Design alu_exec_unit, sky130hd; sources not shown.
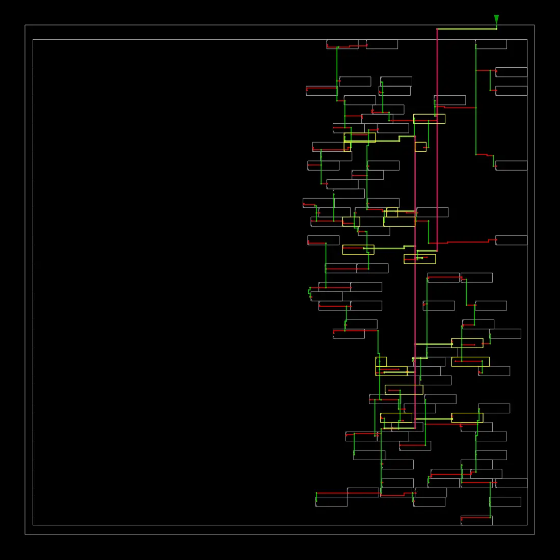
Figure 1: run 1, clock nets.
clock buffer count from CTS: 9
Late-Pin Clk Latency: 0.34 ns
flip-flops: 79
Worst Skew: 0.00461 ns

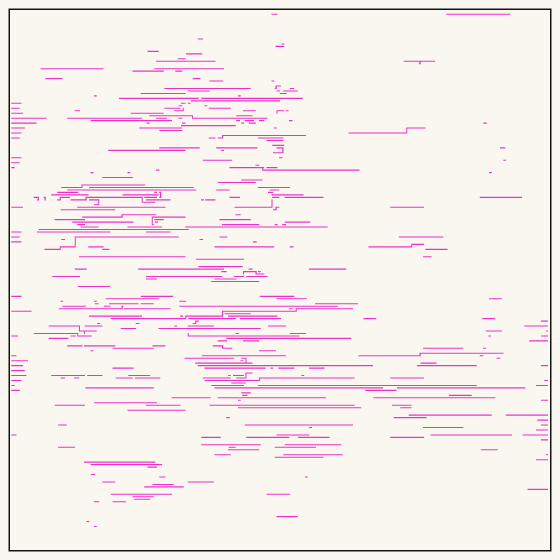
Figure 2: run 1, the metal 3 layer.
wire length on this layer: 2,990 um
nets with wire on the layer: 220
Total Wirelength: 40.6 mm
vias: 10,627
GR Util met3: 5.25%

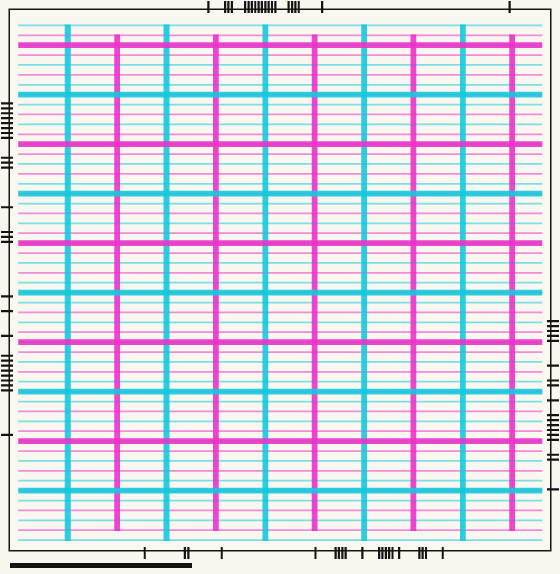
Figure 3: run 1, supply network.
Bar = 50 um. Pins as bars on the die edge.
legend:
  VDD:
    colour: magenta
  VSS:
    colour: cyan
signal pins: 85
met4 straps: 10
die width: 148 um
Floorplan Core Area: 0.0204 mm^2
Die H: 148 um
IR drop worst, VDD: 0.113 mV

==> qor.txt, run 1 <==
Antenna-violating nets left -> 0
Total negative slack for setup checks -> 0 ns
IO buf count -> 84
Top-area cell share -> 19.0%
Ys flop type -> dfrtp_1
Htree depth -> 3
NetSw -> 643 uW
Final hold slack -> 0.480 ns
Final Slew Violations -> 0
Netlist Area Pre-Place -> 0.0104 mm^2
Non-filler cells in the finished layout -> 1,661
Fraction of registers with async set or reset after synthesis -> 100%
Sw Ratio -> 35.2%
Synth flops -> 79
Post-synth area hogs -> dfrtp_1 (19%), ha_1 (8.2%), fa_1 (7.7%), mux2i_1 (6.4%), a21oi_1 (4.5%)
P_int -> 1.18 mW
Iter 0 DRT Violations -> 1,004
Status -> complete, no violations
Cell Pwr Density -> 151 mW/mm^2
Count of flip-flops with a built-in enable after synthesis -> 0
First-pass GRT wire length -> 61.8 mm
Number of global-route vias before repair -> 10,459
Fmax -> 0.187 GHz
Antenna violations before repair -> 0
Clock network power share -> 33.4%
Layout fillers -> 1,863
Comb pwr share -> 36.4%
DP Area -> 0.0118 mm^2
Setup crit start kind -> flip-flop
Most numerous logic cells after layout -> nand2_1 (125), inv_1 (117), nor2_1 (96)
Mapped Cells -> 1,306
CP max FO -> 15
Global-route usage over all layers -> 36.8%
Commonest cells in the netlist -> nand2_1 (125), inv_1 (117), nor2_1 (96), a21oi_1 (94), o21ai_0 (88)
Pin count of the biggest net entering global routing -> 80
Initial DRT Pass Iterations -> 5
Drt drc -> 0
Cell area after layout -> 0.0121 mm^2
CTS tree -> done
# Max-Cap Violations -> 0
FP Core Util -> 51.2%
Critical Path AT -> 5.62 ns
CTS root buf -> clkbuf_16
Leakage power -> 5.42 nW
Area growth, synth to finish -> 16.1%
Pre-CTS setup slack -> 0.421 ns
Hold Buf Count CTS -> 0
Fin nets -> 1,553
Minimum clock period -> 5.34 ns
Hold path depth -> 2
Clk slew on worst S/H paths -> 0.06 ns
Placed Cells incl. Taps -> 1,645
R2R Setup Slk -> 0.64 ns
Post-synth cell types -> 81
Chip area -> 0.0220 mm^2
Dominant logic cell type in the layout -> nand2_1
Grt ovf -> 0
Setup bufs post-CTS -> 0
Core Util, Final -> 59.4%
Worst hold path class -> reg2reg
GPL Wtd Cong -> 1.05
Yosys warns -> 0
Final Cycle Share -> 89.3%
Syn avg cell area -> 7.98 um^2
CP required -> 6.26 ns
Setup ws final -> 0.640 ns
HPWL after DPL -> 31.5 mm
Row cnt -> 52
## run 1: power groups by stage
stage               combinational [mW]  sequential [mW]  clock (mW)
finish                           0.665            0.551       0.609
global route                     0.710            0.552       0.639
CTS                              0.647            0.551       0.615
detailed placement               0.645            0.561           0
global placement                 0.647            0.560           0
floorplan                        0.393            0.560           0
## run 1: critical path, cell delays in order (launching register included)
cell      delay (ns)
dfrtp_1         0.62
nand2_1         0.14
fa_1            0.55
fa_1            0.43
fa_1            0.49
inv_1           0.04
ha_1            0.31
nor2b_1         0.14
o21ai_0         0.22
a21boi_0        0.24
o31ai_1         0.46
a21oi_1         0.17
or4_1           0.49
a311oi_1        0.30
nand4b_1        0.13
o31ai_1         0.38
a31o_1          0.17
## run 1: per-layer routing
metal / wire, um / part of all wire (%) / global-route usage, % / vias to the layer above
met5: 0 / 0 / 0 / -
met4: 2670 / 6.6 / 21.0 / 0
met3: 2990 / 7.4 / 5.25 / 163
met2: 19200 / 47 / 61.6 / 567
met1: 15800 / 39 / 45.4 / 5027
li1: - / - / - / 4870
## run 1: layout make-up
type / count / area [um^2] / area share [%]
clock inverter: 6 / 91.3 / 0.755
timing repair buffer: 151 / 1350 / 11.1
sequential: 79 / 1980 / 16.3
clock buffer: 10 / 239 / 1.97
tap: 270 / 338 / 2.79
multi-input combinational: 1022 / 7650 / 63.2
inverter: 123 / 462 / 3.81
## run 1: cells by family after synthesis
group	count (synthesis)	share of synthesized area, %
flip-flops	79	19.0
XOR/XNOR	29	2.44
AND/OR/NAND/NOR	381	17.4
multiplexers	94	10.8
AND-OR/OR-AND	409	26.6
buffers and inverters	205	7.85
adder cells (fa/ha/maj)	109	15.9
==> inputs of run 2 (changes only) <==
- CTS_CLUSTER_SIZE: unset -> 14
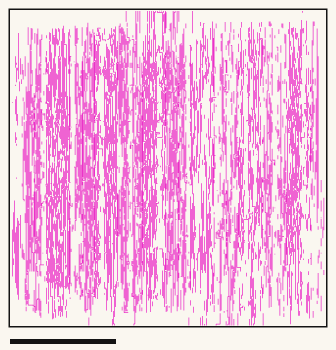
Figure 4: run 2, signal wires on met2.
Bar = 50 um.
nets with wire on the layer: 1,254
longest straight run: 91.1 um
main direction: vertical
M2 GR Usage: 61.6%

==> run 2 against run 1 <==
Effect of this change: wire length stayed put; sequential power hardly changed; critical path type unchanged; clock power about the same; critical path depth is the same; combinational power hardly changed; largest cell class unchanged; setup slack unchanged; clock-buffer cell count is the same.
==> qor.txt, run 2 <==
Clock buffer count from CTS -> 9 (unchanged)
Cell Pwr Density -> 151 mW/mm^2 (unchanged)
Chip area -> 0.0220 mm^2 (unchanged)
Setup bufs post-CTS -> 0 (unchanged)
Number of global-route vias before repair -> 10,459 (unchanged)
Commonest cells in the netlist -> nand2_1 (125), inv_1 (117), nor2_1 (96), a21oi_1 (94), o21ai_0 (88) (unchanged)
Worst Skew -> 0.00461 ns (unchanged)
Final-report setup violation count -> 0 (unchanged)
Status -> complete, no violations (unchanged)
Row cnt -> 52 (unchanged)
Syn avg cell area -> 7.98 um^2 (unchanged)
Pin count of the biggest net entering global routing -> 80 (unchanged)
Grt ovf -> 0 (unchanged)
HPWL after DPL -> 31.5 mm (unchanged)
IO buf count -> 84 (unchanged)
Vias -> 10,627 (unchanged)
FP Core Util -> 51.2% (unchanged)
Iter 0 DRT Violations -> 1,004 (unchanged)
Crit-path slowest cell -> dfrtp_1 (unchanged)
Top-area cell share -> 19.0% (unchanged)
Crit path kind -> reg2reg (unchanged)
Dominant logic cell type in the layout -> nand2_1 (unchanged)
Worst hold path class -> reg2reg (unchanged)
Floorplan Core Area -> 0.0204 mm^2 (unchanged)
Final hold slack -> 0.480 ns (unchanged)
Count of flip-flops with a built-in enable after synthesis -> 0 (unchanged)
Most numerous logic cells after layout -> nand2_1 (125), inv_1 (117), nor2_1 (96) (unchanged)
CTS tree -> done (unchanged)
Layout fillers -> 1,863 (unchanged)
Drt drc -> 0 (unchanged)
Tool warnings -> 58 (unchanged)
CP Capture Type -> flip-flop (unchanged)
Total Wirelength -> 40.6 mm (unchanged)
Post-CTS Resized -> 0 (unchanged)
Htree depth -> 3 (unchanged)
Antenna-violating nets left -> 0 (unchanged)
CP required -> 6.26 ns (about the same)
Mapped Cells -> 1,306 (unchanged)
Max incr delay on CP -> 0.62 ns (about the same)
Die H -> 148 um (unchanged)
Clk slew on worst S/H paths -> 0.06 ns (about the same)
Global-route usage over all layers -> 36.8% (unchanged)
Clock Tree Buf Depth -> 2 (unchanged)
CP max FO -> 15 (unchanged)
Initial DRT Pass Iterations -> 5 (unchanged)
Ys flop type -> dfrtp_1 (unchanged)
Antenna violations before repair -> 0 (unchanged)
Final Slew Violations -> 0 (unchanged)
Main logic family -> AND-OR/OR-AND gates (unchanged)
Post-synth cell types -> 81 (unchanged)
Area fraction in mux cells -> 10.8% (unchanged)
Late-Pin Clk Latency -> 0.34 ns (about the same)
R2R Setup Slk -> 0.64 ns (about the same)
Yosys adder share -> 15.9% (unchanged)
Simple Share, Synth -> 17.4% (unchanged)
Yosys warns -> 0 (unchanged)
Core Util, Final -> 59.4% (unchanged)
Final Cycle Share -> 89.3% (unchanged)
XOR Share, Synth -> 2.44% (unchanged)
Non-filler cells in the finished layout -> 1,661 (unchanged)
Hold Buf Count CTS -> 0 (unchanged)
Yosys aoi share -> 26.6% (unchanged)
Netlist Area Pre-Place -> 0.0104 mm^2 (unchanged)
Post-synth area hogs -> dfrtp_1 (19%), ha_1 (8.2%), fa_1 (7.7%), mux2i_1 (6.4%), a21oi_1 (4.5%) (unchanged)
Setup crit start kind -> flip-flop (unchanged)
# Max-Cap Violations -> 0 (unchanged)
Minimum clock period -> 5.34 ns (unchanged)
Critical path cell sequence -> nand2_1, fa_1, fa_1, fa_1, inv_1, ha_1, nor2b_1, o21ai_0, a21boi_0, o31ai_1, a21oi_1, or4_1, a311oi_1, nand4b_1, o31ai_1, a31o_1 (unchanged)
Hold path depth -> 2 (unchanged)
Critical Path AT -> 5.62 ns (about the same)
CP most frequent cell -> fa_1 (unchanged)
Die width -> 148 um (unchanged)
Leakage power -> 5.42 nW (unchanged)
Fin nets -> 1,553 (unchanged)
Fmax -> 0.187 GHz (unchanged)
Register share after synthesis -> 19.0% (unchanged)
Chip Area, Yosys -> 0.0104 mm^2 (unchanged)
GPL Wtd Cong -> 1.05 (unchanged)
IR drop worst, VDD -> 0.113 mV (unchanged)
Area growth, synth to finish -> 16.1% (unchanged)
CTS root buf -> clkbuf_16 (unchanged)
Fraction of registers with async set or reset after synthesis -> 100% (unchanged)
First-pass GRT wire length -> 61.8 mm (unchanged)
Placed Cells incl. Taps -> 1,645 (unchanged)
Total negative slack for setup checks -> 0 ns (unchanged)
Synth flops -> 79 (unchanged)
run 2: routing by layer:
layer | track usage, % | share of wire, % | up-vias
met2 | 61.6 | 47 | 567
met5 | 0 | 0 | -
met1 | 45.4 | 39 | 5027
met4 | 21.0 | 6.6 | 0
li1 | - | - | 4870
met3 | 5.25 | 7.4 | 163
run 2: critical path, delay by kind of cell (launching register included):
family / cells / cell delay [ns]
AOI/OAI and AO/OA: 7 / 1.94
adders and majority gates: 4 / 1.78
and+or+nand+nor: 4 / 0.90
DFF: 1 / 0.62
buffers and inverters: 1 / 0.04
run 2: kinds of logic after synthesis:
group | count (synthesis)
AND-OR/OR-AND | 409
XOR/XNOR | 29
adder cells (fa/ha/maj) | 109
buffers and inverters | 205
flip-flops | 79
multiplexers | 94
AND/OR/NAND/NOR | 381
run 2: area by class of cell:
| cell class | count | area, um^2 | share of cell area, % |
|---|---|---|---|
| clock buffers | 10 | 239 | 1.97 |
| clock inverters | 6 | 91.3 | 0.755 |
| inverters | 123 | 462 | 3.81 |
| multi-input cells | 1022 | 7650 | 63.2 |
| flip-flops and latches | 79 | 1980 | 16.3 |
| well taps | 270 | 338 | 2.79 |
| repair buffers | 151 | 1350 | 11.1 |
run 2: power by group:
group	switching, mW	total, mW	leakage [nW]	internal [mW]
combinational	0.407	0.665	4.17	0.258
clock	0.230	0.609	0.163	0.379
sequential	0.00668	0.551	1.09	0.544
total	0.643	1.82	5.42	1.18
run 2: per-stage QoR:
step / setup slack [ns] / power (mW) / cell area [um^2]
final: 0.640 / 1.82 / 12100
after global routing: 0.367 / 1.90 / 12100
after CTS: 0.716 / 1.81 / 12100
after detailed placement: 0.421 / 1.21 / 11800
after global placement: 0.502 / 1.21 / 11800
after floorplan: 0.896 / 0.953 / 10400
Power figures rest on the tool's default switching activity, not on a simulated workload.
